### config.mk
export PLATFORM = sky130hd
export DESIGN_NAME = comparator_pulse_sequencer_flat
export DESIGN_NICKNAME = d
export VERILOG_FILES = /design/src/rtl/comparator_pulse_sequencer_if.sv /design/src/rtl/comparator_pulse_sequencer.sv /design/src/flat_wrapper.sv
export SDC_FILE = /design/constraint.sdc
export NUM_CORES = 1
export LEC_CHECK = 0
export ABC_AREA = 1
export CAP_MARGIN = 20
export CORE_ASPECT_RATIO = 1.25
export CORE_MARGIN = 2
export CORE_UTILIZATION = 35
export CTS_BUF_LIST = sky130_fd_sc_hd__clkbuf_8
export CTS_CLUSTER_SIZE = 25
export DETAILED_ROUTE_END_ITERATION = 8
export PLACE_DENSITY = 0.57
export SLEW_MARGIN = 20
export SYNTH_ARGS = -nofsm -noshare
export SYNTH_HDL_FRONTEND = slang
export SYNTH_SLANG_ARGS = --single-unit
### constraint.sdc
create_clock -name clk -period 5.1 [get_ports clk]
set_clock_uncertainty 0.2 [all_clocks]
set_input_delay 0.765 -clock clk [delete_from_list [all_inputs] [get_ports clk]]
set_output_delay 0.765 -clock clk [all_outputs]
set_load 0.03 [all_outputs]
### src/rtl/comparator_pulse_sequencer_if.sv
// Signal bundle between the host register block, the pulse DAC and the comparator readout.
// Handshake: fire_pulse is a request taken only on a cycle with pulser_ready=1 and abort=0; a request seen while busy is dropped, never queued.
interface comparator_pulse_sequencer_if #(
    parameter int NSTRIPS = 32,
    parameter int CNT_W   = 32,
    parameter int BX_W    = 4,
    parameter int NP_W    = 8
);
    logic               fire_pulse;
    logic               abort;
    logic [NP_W-1:0]    n_pulses;
    logic [BX_W-1:0]    pulse_width;
    logic [BX_W-1:0]    bx_delay;
    logic [NSTRIPS-1:0] halfstrips;
    logic [NSTRIPS-1:0] halfstrips_expect;
    logic               compout;
    logic               compout_expect;
    logic               halfstrips_errcnt_rst;
    logic               compout_errcnt_rst;

    logic               pulse_en;
    logic               pulser_ready;
    logic               readout_strobe;
    logic [NP_W-1:0]    pulse_cnt;
    logic [CNT_W-1:0]   halfstrips_errcnt;
    logic [CNT_W-1:0]   halfstrips_biterr;
    logic [CNT_W-1:0]   compout_errcnt;
    logic [NSTRIPS-1:0] first_err_mask;
    logic               err_flag;
    logic [1:0]         dbg_state;

    modport master (
        output fire_pulse, abort, n_pulses, pulse_width, bx_delay,
               halfstrips, halfstrips_expect, compout, compout_expect,
               halfstrips_errcnt_rst, compout_errcnt_rst,
        input  pulse_en, pulser_ready, readout_strobe, pulse_cnt,
               halfstrips_errcnt, halfstrips_biterr, compout_errcnt,
               first_err_mask, err_flag, dbg_state
    );

    modport slave (
        input  fire_pulse, abort, n_pulses, pulse_width, bx_delay,
               halfstrips, halfstrips_expect, compout, compout_expect,
               halfstrips_errcnt_rst, compout_errcnt_rst,
        output pulse_en, pulser_ready, readout_strobe, pulse_cnt,
               halfstrips_errcnt, halfstrips_biterr, compout_errcnt,
               first_err_mask, err_flag, dbg_state
    );
endinterface

### src/rtl/comparator_pulse_sequencer.sv
// Burst pulser: drives pulse_en for PW cycles, waits BD cycles, then compares halfstrip/comparator data.
// Repeats for N pulses per fire and keeps saturating error counters plus the first halfstrip mismatch mask.
module comparator_pulse_sequencer #(
    parameter int NSTRIPS = 32,
    parameter int CNT_W   = 32,
    parameter int BX_W    = 4,
    parameter int NP_W    = 8
) (
    input  logic                       clk,
    input  logic                       rst_n,
    comparator_pulse_sequencer_if.slave bus
);
    localparam int PC_W  = $clog2(NSTRIPS + 1);
    localparam int SUM_W = ((CNT_W > PC_W) ? CNT_W : PC_W) + 1;

    typedef enum logic [1:0] {
        S_IDLE      = 2'd0,
        S_PULSE_ON  = 2'd1,
        S_PULSE_OFF = 2'd2,
        S_READOUT   = 2'd3
    } state_t;

    state_t             r_state;
    state_t             w_next;
    logic [BX_W-1:0]    r_bx_cnt;
    logic [BX_W-1:0]    w_bx_cnt_next;
    logic [BX_W-1:0]    r_pw;
    logic [BX_W-1:0]    r_bd;
    logic [NP_W-1:0]    r_np;
    logic [NP_W-1:0]    r_pulse_cnt;
    logic [NP_W-1:0]    w_pulse_cnt_next;
    logic [NP_W-1:0]    w_cnt_inc;
    logic               w_fire;
    logic               w_compare;
    logic               r_pulse_en;

    logic [NSTRIPS-1:0] w_xor;
    logic               w_hs_mis;
    logic               w_co_mis;
    logic [PC_W-1:0]    w_popcnt;
    logic [SUM_W-1:0]   w_bit_sum;

    logic [CNT_W-1:0]   r_hs_errcnt;
    logic [CNT_W-1:0]   r_hs_biterr;
    logic [CNT_W-1:0]   r_co_errcnt;
    logic [NSTRIPS-1:0] r_first_mask;
    logic               r_err_flag;

    // Next-state logic; abort overrides every transition and suppresses the readout side effects.
    always_comb begin
        w_next           = r_state;
        w_bx_cnt_next    = r_bx_cnt;
        w_pulse_cnt_next = r_pulse_cnt;
        w_fire           = 1'b0;
        w_compare        = 1'b0;
        w_cnt_inc        = r_pulse_cnt + NP_W'(1);
        case (r_state)
            S_IDLE: begin
                if (bus.fire_pulse) begin
                    w_next           = S_PULSE_ON;
                    w_fire           = 1'b1;
                    w_bx_cnt_next    = '0;
                    w_pulse_cnt_next = '0;
                end
            end
            S_PULSE_ON: begin
                if (r_bx_cnt == r_pw - BX_W'(1)) begin
                    w_bx_cnt_next = '0;
                    w_next        = (r_bd == '0) ? S_READOUT : S_PULSE_OFF;
                end else begin
                    w_bx_cnt_next = r_bx_cnt + BX_W'(1);
                end
            end
            S_PULSE_OFF: begin
                if (r_bx_cnt == r_bd - BX_W'(1)) begin
                    w_bx_cnt_next = '0;
                    w_next        = S_READOUT;
                end else begin
                    w_bx_cnt_next = r_bx_cnt + BX_W'(1);
                end
            end
            S_READOUT: begin
                w_compare        = 1'b1;
                w_pulse_cnt_next = w_cnt_inc;
                w_bx_cnt_next    = '0;
                w_next           = (w_cnt_inc < r_np) ? S_PULSE_ON : S_IDLE;
            end
            default: begin
                w_next = S_IDLE;
            end
        endcase
        if (bus.abort) begin
            w_next           = S_IDLE;
            w_fire           = 1'b0;
            w_compare        = 1'b0;
            w_bx_cnt_next    = '0;
            w_pulse_cnt_next = r_pulse_cnt;
        end
    end

    always_ff @(posedge clk or negedge rst_n) begin
        if (!rst_n) begin
            r_state     <= S_IDLE;
            r_bx_cnt    <= '0;
            r_pulse_cnt <= '0;
            r_pulse_en  <= 1'b0;
        end else begin
            r_state     <= w_next;
            r_bx_cnt    <= w_bx_cnt_next;
            r_pulse_cnt <= w_pulse_cnt_next;
            r_pulse_en  <= (w_next == S_PULSE_ON);
        end
    end

    // Burst parameters are frozen at the accepted fire so host writes mid-burst are harmless.
    always_ff @(posedge clk or negedge rst_n) begin
        if (!rst_n) begin
            r_pw <= BX_W'(1);
            r_bd <= '0;
            r_np <= NP_W'(1);
        end else if (w_fire) begin
            r_pw <= (bus.pulse_width == '0) ? BX_W'(1) : bus.pulse_width;
            r_bd <= bus.bx_delay;
            r_np <= (bus.n_pulses == '0) ? NP_W'(1) : bus.n_pulses;
        end
    end

    assign w_xor     = bus.halfstrips ^ bus.halfstrips_expect;
    assign w_hs_mis  = |w_xor;
    assign w_co_mis  = bus.compout ^ bus.compout_expect;

    always_comb begin
        w_popcnt = '0;
        for (int i = 0; i < NSTRIPS; i++) begin
            w_popcnt = w_popcnt + PC_W'(w_xor[i]);
        end
    end

    // Extra headroom bit(s) catch the carry so the bit-error total clamps instead of wrapping.
    assign w_bit_sum = SUM_W'(r_hs_biterr) + SUM_W'(w_popcnt);

    always_ff @(posedge clk or negedge rst_n) begin
        if (!rst_n) begin
            r_hs_errcnt  <= '0;
            r_hs_biterr  <= '0;
            r_first_mask <= '0;
            r_err_flag   <= 1'b0;
        end else if (bus.halfstrips_errcnt_rst) begin
            r_hs_errcnt  <= '0;
            r_hs_biterr  <= '0;
            r_first_mask <= '0;
            r_err_flag   <= 1'b0;
        end else if (w_compare && w_hs_mis) begin
            if (r_hs_errcnt != '1) begin
                r_hs_errcnt <= r_hs_errcnt + CNT_W'(1);
            end
            r_hs_biterr <= (|w_bit_sum[SUM_W-1:CNT_W]) ? '1 : w_bit_sum[CNT_W-1:0];
            if (!r_err_flag) begin
                r_first_mask <= w_xor;
            end
            r_err_flag <= 1'b1;
        end
    end

    always_ff @(posedge clk or negedge rst_n) begin
        if (!rst_n) begin
            r_co_errcnt <= '0;
        end else if (bus.compout_errcnt_rst) begin
            r_co_errcnt <= '0;
        end else if (w_compare && w_co_mis && (r_co_errcnt != '1)) begin
            r_co_errcnt <= r_co_errcnt + CNT_W'(1);
        end
    end

    assign bus.pulse_en          = r_pulse_en;
    assign bus.pulser_ready      = (r_state == S_IDLE);
    assign bus.readout_strobe    = (r_state == S_READOUT);
    assign bus.pulse_cnt         = r_pulse_cnt;
    assign bus.halfstrips_errcnt = r_hs_errcnt;
    assign bus.halfstrips_biterr = r_hs_biterr;
    assign bus.compout_errcnt    = r_co_errcnt;
    assign bus.first_err_mask    = r_first_mask;
    assign bus.err_flag          = r_err_flag;
    assign bus.dbg_state         = r_state;
endmodule

### src/flat_wrapper.sv
// flat-port wrapper written by rule: the top's interface ports become plain ports
module comparator_pulse_sequencer_flat 
#(
    parameter int NSTRIPS = 32,
    parameter int CNT_W   = 32,
    parameter int BX_W    = 4,
    parameter int NP_W    = 8
)
  (clk, rst_n, bus_fire_pulse, bus_abort, bus_n_pulses, bus_pulse_width, bus_bx_delay, bus_halfstrips, bus_halfstrips_expect, bus_compout, bus_compout_expect, bus_halfstrips_errcnt_rst, bus_compout_errcnt_rst, bus_pulse_en, bus_pulser_ready, bus_readout_strobe, bus_pulse_cnt, bus_halfstrips_errcnt, bus_halfstrips_biterr, bus_compout_errcnt, bus_first_err_mask, bus_err_flag, bus_dbg_state);
  comparator_pulse_sequencer_if #(.NSTRIPS(NSTRIPS), .CNT_W(CNT_W), .BX_W(BX_W), .NP_W(NP_W)) bus_i ();
  input  logic clk;
  input  logic rst_n;
  input wire logic [$bits(bus_i.fire_pulse)-1:0] bus_fire_pulse;
  input wire logic [$bits(bus_i.abort)-1:0] bus_abort;
  input wire logic [$bits(bus_i.n_pulses)-1:0] bus_n_pulses;
  input wire logic [$bits(bus_i.pulse_width)-1:0] bus_pulse_width;
  input wire logic [$bits(bus_i.bx_delay)-1:0] bus_bx_delay;
  input wire logic [$bits(bus_i.halfstrips)-1:0] bus_halfstrips;
  input wire logic [$bits(bus_i.halfstrips_expect)-1:0] bus_halfstrips_expect;
  input wire logic [$bits(bus_i.compout)-1:0] bus_compout;
  input wire logic [$bits(bus_i.compout_expect)-1:0] bus_compout_expect;
  input wire logic [$bits(bus_i.halfstrips_errcnt_rst)-1:0] bus_halfstrips_errcnt_rst;
  input wire logic [$bits(bus_i.compout_errcnt_rst)-1:0] bus_compout_errcnt_rst;
  output wire logic [$bits(bus_i.pulse_en)-1:0] bus_pulse_en;
  output wire logic [$bits(bus_i.pulser_ready)-1:0] bus_pulser_ready;
  output wire logic [$bits(bus_i.readout_strobe)-1:0] bus_readout_strobe;
  output wire logic [$bits(bus_i.pulse_cnt)-1:0] bus_pulse_cnt;
  output wire logic [$bits(bus_i.halfstrips_errcnt)-1:0] bus_halfstrips_errcnt;
  output wire logic [$bits(bus_i.halfstrips_biterr)-1:0] bus_halfstrips_biterr;
  output wire logic [$bits(bus_i.compout_errcnt)-1:0] bus_compout_errcnt;
  output wire logic [$bits(bus_i.first_err_mask)-1:0] bus_first_err_mask;
  output wire logic [$bits(bus_i.err_flag)-1:0] bus_err_flag;
  output wire logic [$bits(bus_i.dbg_state)-1:0] bus_dbg_state;
  assign bus_i.fire_pulse = bus_fire_pulse;
  assign bus_i.abort = bus_abort;
  assign bus_i.n_pulses = bus_n_pulses;
  assign bus_i.pulse_width = bus_pulse_width;
  assign bus_i.bx_delay = bus_bx_delay;
  assign bus_i.halfstrips = bus_halfstrips;
  assign bus_i.halfstrips_expect = bus_halfstrips_expect;
  assign bus_i.compout = bus_compout;
  assign bus_i.compout_expect = bus_compout_expect;
  assign bus_i.halfstrips_errcnt_rst = bus_halfstrips_errcnt_rst;
  assign bus_i.compout_errcnt_rst = bus_compout_errcnt_rst;
  assign bus_pulse_en = bus_i.pulse_en;
  assign bus_pulser_ready = bus_i.pulser_ready;
  assign bus_readout_strobe = bus_i.readout_strobe;
  assign bus_pulse_cnt = bus_i.pulse_cnt;
  assign bus_halfstrips_errcnt = bus_i.halfstrips_errcnt;
  assign bus_halfstrips_biterr = bus_i.halfstrips_biterr;
  assign bus_compout_errcnt = bus_i.compout_errcnt;
  assign bus_first_err_mask = bus_i.first_err_mask;
  assign bus_err_flag = bus_i.err_flag;
  assign bus_dbg_state = bus_i.dbg_state;
  comparator_pulse_sequencer #(.NSTRIPS(NSTRIPS), .CNT_W(CNT_W), .BX_W(BX_W), .NP_W(NP_W)) u_core (.clk(clk), .rst_n(rst_n), .bus(bus_i));
endmodule
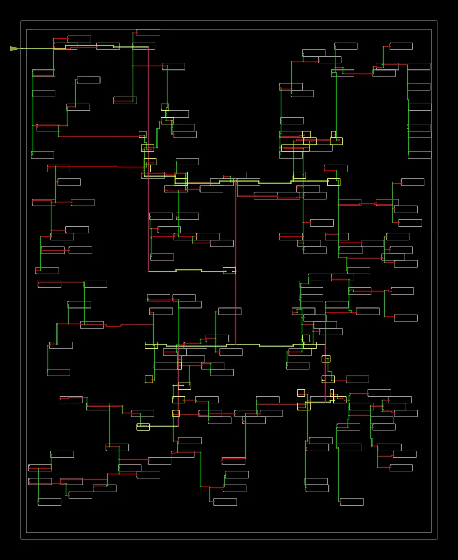
**Above:** run 1 (clock wiring as the flow saved it).
Clock Power: 0.924 mW
number of sinks driven by the clock tree: 160

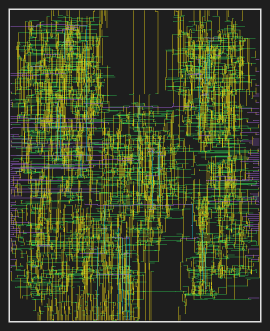
**Above:** run 1 (wiring by layer).
(1.5 px per um)
- M4: cyan (wire length 853 um)
- M3: purple (wire length 1890 um)
- M1: green (wire length 15300 um)
- M2: yellow (wire length 18200 um)
routed vias: 11400
total length of routed wires: 36200 um
total track usage: 21.0%
average detailed-routed wire length per instance: 15.4 um

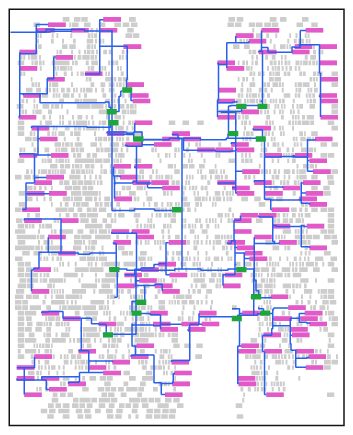
**Above:** run 1 (routed clock nets over the placement).
(2 px per um)
- clock-net drivers: green (count 17)
- flip-flops: magenta (count 160)
- clock wires: blue (length 2480 um)
- routed clock nets: 18
Clock Latency Late Sink: 0.47 ns
clock power share: 11.8%

==> notes.md, run 1 <==
run results: status=complete, but fails checks, violated checks=setup timing, Detailed Routing Iterations Pass 1=5, fraction of standard cell area that is sequential=25.5%, average vias per placed instance=between 4 and 5, worst min-delay path class=in -> async, area figure in the yosys stat output=approximately 12000 um^2, XOR-XNOR Cells, Area Fraction=under 10%, fin crit share=126%, TritonCTS buffer count=17, Non-CTS buffers=between 300 and 400, number of enable-type register cells in the synthesized netlist=0, placed cell area=roughly 15000 um^2, Max rail drop VDD=0.000977 V, logic gate fraction of the total cell area=between 40% and 50%, Max Root-Sink Buffers=2, internal portion of total power=4.53 mW, Congestion Overflow GR=0, number of cells in the finished layout apart from fillers=about 2300, type of the setup path with the least slack=in -> reg, final setup vio count=32, portion of the layout cell area used by clock cells=2.32%, Top-area cell share=34.2%, #FFs+latches synth=~160, Relative slew margins=slightly above 40%, power per unit of standard cell area=499 nW/um^2, number of buffer and inverter instances along the worst setup path=6, Antenna Nets Post-Route=0, leakage power=approximately 7.4 nW, first-pass GRT wire length=between 50000 and 60000 um, Sequential cell area=roughly 4000 um^2, Placer Congestion=a little over 0.9, setup slack after layout=-1.33 ns, layout overhead on the synthesized area=35.5%, sequential-to-total area share from yosys stat=34.6%, cell with the most instances after synthesis=nand2_1
run 1: worst paths after layout:
check | depth (start not counted) | end | startpoint
min in group clk | 2 | u_core.r_np[1] | u_core.r_np[1]
min | 1 | u_core.r_bd[2] | rst_n
max | 27 | u_core.bus.halfstrips_biterr[31] | bus_halfstrips[1]
max reg2reg | 8 | u_core.bus.halfstrips_biterr[20] | u_core.bus.dbg_state[1]
max in group asynchronous | 2 | u_core.bus.compout_errcnt[22] | rst_n
min reg2reg | 2 | u_core.r_np[1] | u_core.r_np[1]
run 1: routing by layer:
metal,part of all wire (%),global-route usage (%),wire [um],up-vias
li1,-,-,-,5758
met1,42,25.4,15300,5361
met2,50,36.8,18200,260
met3,5.2,4.96,1890,47
met4,2.4,6.66,853,0
met5,0,0,0,-
## Run 2: what changed since run 1
--- a/config.mk
+++ b/config.mk
@@ -7,13 +7,15 @@
 export LEC_CHECK = 0
 export ABC_AREA = 1
 export CAP_MARGIN = 20
+export CELL_PAD_IN_SITES_DETAIL_PLACEMENT = 0
+export CELL_PAD_IN_SITES_GLOBAL_PLACEMENT = 1
 export CORE_ASPECT_RATIO = 1.25
 export CORE_MARGIN = 2
 export CORE_UTILIZATION = 35
 export CTS_BUF_LIST = sky130_fd_sc_hd__clkbuf_8
 export CTS_CLUSTER_SIZE = 25
 export DETAILED_ROUTE_END_ITERATION = 8
-export PLACE_DENSITY = 0.57
+export PLACE_DENSITY = 0.76
 export SLEW_MARGIN = 20
 export SYNTH_ARGS = -nofsm -noshare
 export SYNTH_HDL_FRONTEND = slang
==> notes.md, run 2 <==
run results: status=complete, but fails checks, violated checks=setup timing, average vias per placed instance=about 5, Clock Power=between 1 and 1.5 mW, detailed route wirelength on metal2=18300 um, Max rail drop VDD=slightly below 0.0008 V, Relative slew margins=39.1%, Congestion Overflow GR=0, Antenna Nets Post-Route=0, Routed met3 length=about 1900 um, peak-usage layer in the global routing report=met2, reg2reg start=u_core.bus.dbg_state[0], fin crit share=126%, number of sinks driven by the clock tree=between 150 and 200, met2 Track Usage GR=37.4%, number of cells in the finished layout apart from fillers=about 2300, setup slack after layout=-1.34 ns, sequential-to-total area share from yosys stat=34.6%, placed cell area=about 15000 um^2, final setup vio count=32, cell with the most instances after synthesis=nand2_1, number of enable-type register cells in the synthesized netlist=0, internal portion of total power=a little under 4 mW, area figure in the yosys stat output=between 10000 and 15000 um^2, post-route met1 wirelength=between 15000 and 20000 um, Detailed Routing Iterations Pass 1=8, cell count after synthesis=roughly 1600, layout overhead on the synthesized area=35.0%, average detailed-routed wire length per instance=15.6 um, endpoint of the most critical register-to-register path=u_core.bus.halfstrips_biterr[14], highest metal used=met4, TritonCTS buffer count=17, Worst Setup EP=u_core.bus.halfstrips_biterr[31], Max Root-Sink Buffers=2, instance count on the critical path=27, total track usage=21.2%, number of buffer and inverter instances along the worst setup path=6, Residual DRC=0, type of the setup path with the least slack=in -> reg, worst min-delay path class=in -> async, Top-area cell share=34.2%
==> run 2: layout make-up <==
cell class | instances | area [um^2]
clock buffers | 17 | 234
clock inverters | 15 | 208
fillers | 3328 | 17000
inverters | 190 | 714
multi-input cells | 1230 | 7000
flip-flops and latches | 160 | 4010
well taps | 418 | 523
repair buffers | 308 | 2950
==> run 2: cells by family (layout without fill, tap and decap cells) <==
logic type,count (synthesis),after routing,synth area share (%)
fa+ha+maj,58,58,7.89
simple gates,982,982,37.3
xor+xnor,93,93,7.17
compound gates,96,96,4.50
buf+inv,239,530,8.50
mux,1,1,0.0865
flops,160,160,34.6
==> run 2: what timing repair did <==
action	CTS	global route
cloned	0	3
buffers inserted	10	6
pin swaps	24	41
resized	81	71
endpoints found under the setup margin	32	32
hold endpoints to repair	0	0
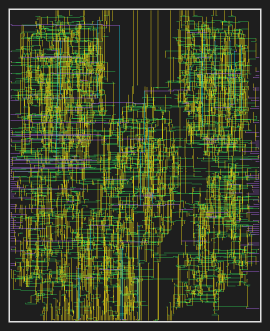
**Above:** run 2 (wiring by layer).
(1.5 px per um)
- M3: purple (wire length 1870 um)
- M1: green (wire length 15400 um)
- M2: yellow (wire length 18300 um)
- M4: cyan (wire length 887 um)

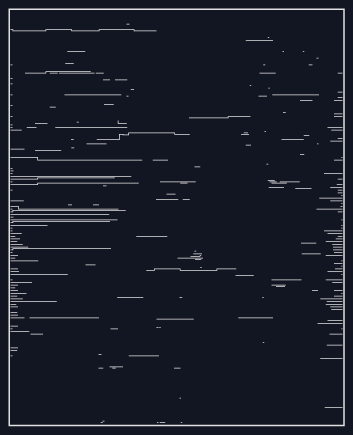
**Above:** run 2 (the metal 3 layer).
(2 px per um)
- wire length on this layer: 1870 um
- nets with wire on the layer: 193
global-route met3 utilization: 4.61%
routed vias: 11500
total length of routed wires: 36500 um

Power and IR drop assume default switching activity.
